`config.mk`:
```
export PLATFORM = sky130hd
export DESIGN_NAME = dbus_arbiter
export DESIGN_NICKNAME = d
export VERILOG_FILES = /design/src/rtl/dbus_arbiter_pkg.sv /design/src/rtl/dbus_arbiter_rr_pick2.sv /design/src/rtl/dbus_arbiter.sv
export SDC_FILE = /design/constraint.sdc
export NUM_CORES = 1
export LEC_CHECK = 0
export CAP_MARGIN = 20
export CORE_AREA = 2 2 123 125
export DETAILED_ROUTE_END_ITERATION = 10
export DIE_AREA = 0 0 125 127
export PLACE_DENSITY_LB_ADDON = 0.15
export SYNTH_ARGS = -nofsm -noshare
export SYNTH_HDL_FRONTEND = slang
export SYNTH_SLANG_ARGS = --single-unit
```
`constraint.sdc`:
```
create_clock -name clk -period 3 [get_ports clk]
set_input_delay 0.45 -clock clk [delete_from_list [all_inputs] [get_ports clk]]
set_output_delay 0.45 -clock clk [all_outputs]
set_load 0.005 [all_outputs]
```
`src/rtl/dbus_arbiter_pkg.sv`:
```
// Shared definitions for the data-port arbiter: ownership states and master indices.
package dbus_pkg;
    typedef enum logic [1:0] {
        ST_IDLE = 2'd0,
        ST_OWN0 = 2'd1,
        ST_OWN1 = 2'd2
    } state_t;

    localparam logic M_CPU = 1'b0;
    localparam logic M_DBG = 1'b1;
endpackage

```
`src/rtl/dbus_arbiter_rr_pick2.sv`:
```
// Combinational winner selection for two masters: round-robin with a cap on
// consecutive contested grants to the current owner.
module rr_pick2
    import dbus_pkg::*;
#(
    parameter int MAX_BURST = 4,
    parameter int BW        = $clog2(MAX_BURST) + 1
) (
    input  logic [1:0]    req,
    input  logic [1:0]    state,
    input  logic          last,
    input  logic [BW-1:0] burst_cnt,
    output logic [1:0]    gnt
);
    localparam logic [BW-1:0] BURST_LIM = BW'(MAX_BURST - 1);

    always_comb begin
        gnt = 2'b00;
        case (req)
            2'b01: gnt = 2'b01;
            2'b10: gnt = 2'b10;
            2'b11: begin
                // Under contention the owner keeps the port until the cap is reached.
                case (state)
                    ST_OWN0: gnt = (burst_cnt < BURST_LIM) ? 2'b01 : 2'b10;
                    ST_OWN1: gnt = (burst_cnt < BURST_LIM) ? 2'b10 : 2'b01;
                    default: gnt = (last == M_DBG) ? 2'b01 : 2'b10;
                endcase
            end
            default: gnt = 2'b00;
        endcase
    end
endmodule

```
`src/rtl/dbus_arbiter.sv`:
```
// Two-master arbiter for the shared RAM data port: one single-beat access per
// cycle, round-robin with burst cap, registered read data one cycle after grant.
module dbus_arbiter
    import dbus_pkg::*;
#(
    parameter int AWIDTH    = 32,
    parameter int DWIDTH    = 32,
    parameter int MAX_BURST = 4
) (
    input  logic                  clk,
    input  logic                  n_rst,
    input  logic                  m0_req,
    input  logic                  m0_we,
    input  logic [DWIDTH/8-1:0]   m0_be,
    input  logic [AWIDTH-1:0]     m0_addr,
    input  logic [DWIDTH-1:0]     m0_wdata,
    output logic                  m0_gnt,
    output logic                  m0_rvalid,
    output logic [DWIDTH-1:0]     m0_rdata,
    input  logic                  m1_req,
    input  logic                  m1_we,
    input  logic [DWIDTH/8-1:0]   m1_be,
    input  logic [AWIDTH-1:0]     m1_addr,
    input  logic [DWIDTH-1:0]     m1_wdata,
    output logic                  m1_gnt,
    output logic                  m1_rvalid,
    output logic [DWIDTH-1:0]     m1_rdata,
    output logic                  mem_en,
    output logic                  mem_we,
    output logic [DWIDTH/8-1:0]   mem_be,
    output logic [AWIDTH-1:0]     mem_addr,
    output logic [DWIDTH-1:0]     mem_wdata,
    input  logic [DWIDTH-1:0]     mem_rdata
);
    localparam int BW = $clog2(MAX_BURST) + 1;

    state_t          state, state_nxt;
    logic            last, last_nxt;
    logic [BW-1:0]   burst_cnt, burst_nxt;
    logic [1:0]      req, pick, gnt;
    logic            sel;
    logic [1:0]      rvalid_p1;
    logic [DWIDTH-1:0] rdata0_p1, rdata1_p1;

    assign req = {m1_req, m0_req};

    rr_pick2 #(
        .MAX_BURST (MAX_BURST),
        .BW        (BW)
    ) u_pick (
        .req       (req),
        .state     (state),
        .last      (last),
        .burst_cnt (burst_cnt),
        .gnt       (pick)
    );

    // Gated by reset so no access, and in particular no write, leaks out while n_rst is low.
    assign gnt    = pick & {2{n_rst}};
    assign m0_gnt = gnt[0];
    assign m1_gnt = gnt[1];
    assign sel    = gnt[1];

    assign mem_en    = |gnt;
    assign mem_we    = mem_en & (sel ? m1_we : m0_we);
    assign mem_be    = sel ? m1_be    : m0_be;
    assign mem_addr  = sel ? m1_addr  : m0_addr;
    assign mem_wdata = sel ? m1_wdata : m0_wdata;

    always_ff @(posedge clk or negedge n_rst) begin
        if (!n_rst) begin
            state     <= ST_IDLE;
            last      <= M_DBG;
            burst_cnt <= '0;
        end else begin
            state     <= state_nxt;
            last      <= last_nxt;
            burst_cnt <= burst_nxt;
        end
    end

    always_comb begin
        state_nxt = ST_IDLE;
        last_nxt  = last;
        burst_nxt = '0;
        if (gnt[0]) begin
            state_nxt = ST_OWN0;
            last_nxt  = M_CPU;
            if (state == ST_OWN0 && req[1]) burst_nxt = burst_cnt + 1'b1;
        end else if (gnt[1]) begin
            state_nxt = ST_OWN1;
            last_nxt  = M_DBG;
            if (state == ST_OWN1 && req[0]) burst_nxt = burst_cnt + 1'b1;
        end
    end

    // ---- stage p1: registered read return ----
    always_ff @(posedge clk or negedge n_rst) begin
        if (!n_rst) begin
            rvalid_p1 <= 2'b00;
            rdata0_p1 <= '0;
            rdata1_p1 <= '0;
        end else begin
            rvalid_p1 <= gnt & ~{m1_we, m0_we};
            if (gnt[0] && !m0_we) rdata0_p1 <= mem_rdata;
            if (gnt[1] && !m1_we) rdata1_p1 <= mem_rdata;
        end
    end

    assign m0_rvalid = rvalid_p1[0];
    assign m1_rvalid = rvalid_p1[1];
    assign m0_rdata  = rdata0_p1;
    assign m1_rdata  = rdata1_p1;
endmodule

```
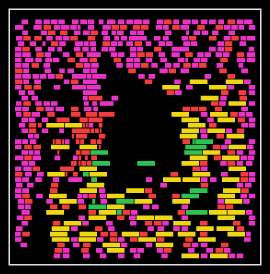
Figure 1: cells colored by class.
Scale: 2 px per µm.
Magenta marks remaining buffers and delay cells, cells 344, share of their area 47%. Red marks remaining logic cells, cells 172, share of their area 25%. Yellow marks registers, cells 72, share of their area 24%. Green marks clock drivers and dummy loads, cells 16, share of their area 4.2%.
Seq/total area: 0.233
Rows: 44
post-route cell area: 7750 µm²
core area: 14400 µm²
post-layout util: 0.537

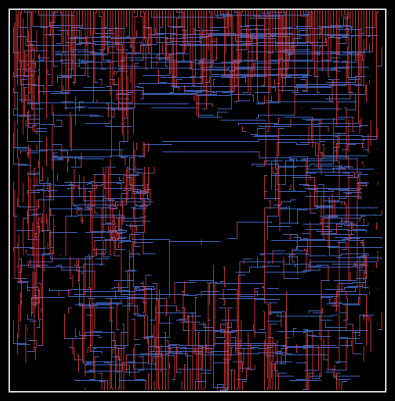
Figure 2: metal layers overlaid.
Scale: 3 px per µm. Only two layers are drawn.
Red marks M2, wire length 7240 µm. Blue marks M1, wire length 5680 µm.
DR vias: 3416
GRT Total Usage: 0.173
WL/cell: 18.1 µm
WL final: 14300 µm

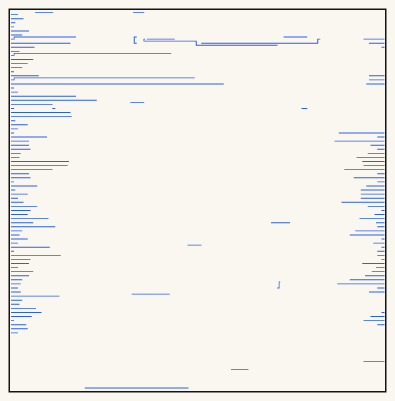
Figure 3: M3 wires.
Scale: 3 px per µm.
139 nets have wire on it. The longest straight run is 70.6 µm. The wires run mostly horizontal. The layer holds 8.3% of the routed length. The layer carries 1190 µm of wire.
met3 GRT Util: 0.0653

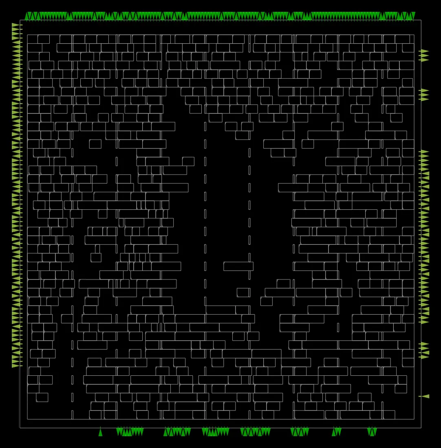
Figure 4: placement view.
registers: 72
num tapcells: 184
Fillers: 1208
Finished Layout Cells: 788

==> impl_metrics.yaml <==
# implementation run metrics
critical_path:
  crit_buf_inv: 6
  worst_ep_arrival_time_ns: 2.45
  r2r-start: "state[0]"
  r2r_end: "m1_rdata[6]"
  cp.depth: 11
  reg2reg_depth: 9
place:
  globalplace.congestion: 0.843
  io_buffers: 311
  place_area_um2: 7080
clock_tree:
  clk_pin_slew_ns: 0.06
  cts_buffers: 9
  ctsResizeCount: 48
  clk_latency_ns: 0.32
route:
  drtIter0Drc: 70
  met3_length_um: 1190
  top_layer: "met5"
  drc: 0
  firstDrtPassIters: 4
synth:
  synth_area_per_cell_um2: 14.4
  flop_cell: "dfrtp_1"
  mux_area_frac: 0.408
  netlist_instances: 257
  common_cells: "132 x mux2_2, 71 x dfrtp_1, 7 x buf_2, 5 x inv_1"
  top_cell_area_share: 0.480
cells_and_area:
  nClkBuffers: 10
  seqCellArea_um2: 1800
  nonClkBufAreaFrac: 0.456
  layout_top_cells: "242 x clkdlybuf4s50_1, 132 x mux2_2, 71 x dfrtp_1"
  comb_area_frac: 0.238
job:
  warnings: 28
floorplanning:
  die_w_um: 125
power:
  ir_drop_mv: 0.300
  power_frac_seq: 0.325
  intPower_mw: 3.31
  pwr-share-comb: 0.417
min_path:
  hp-class: "in -> async"
global_routing:
  antenna_found_initial: 1
final_timing:
  finClkSkew_ns: 0.00972
  fin_setup_tns_ns: 0
outcome:
  status: "finished, final reports clean"
Power and IR drop assume default switching activity.
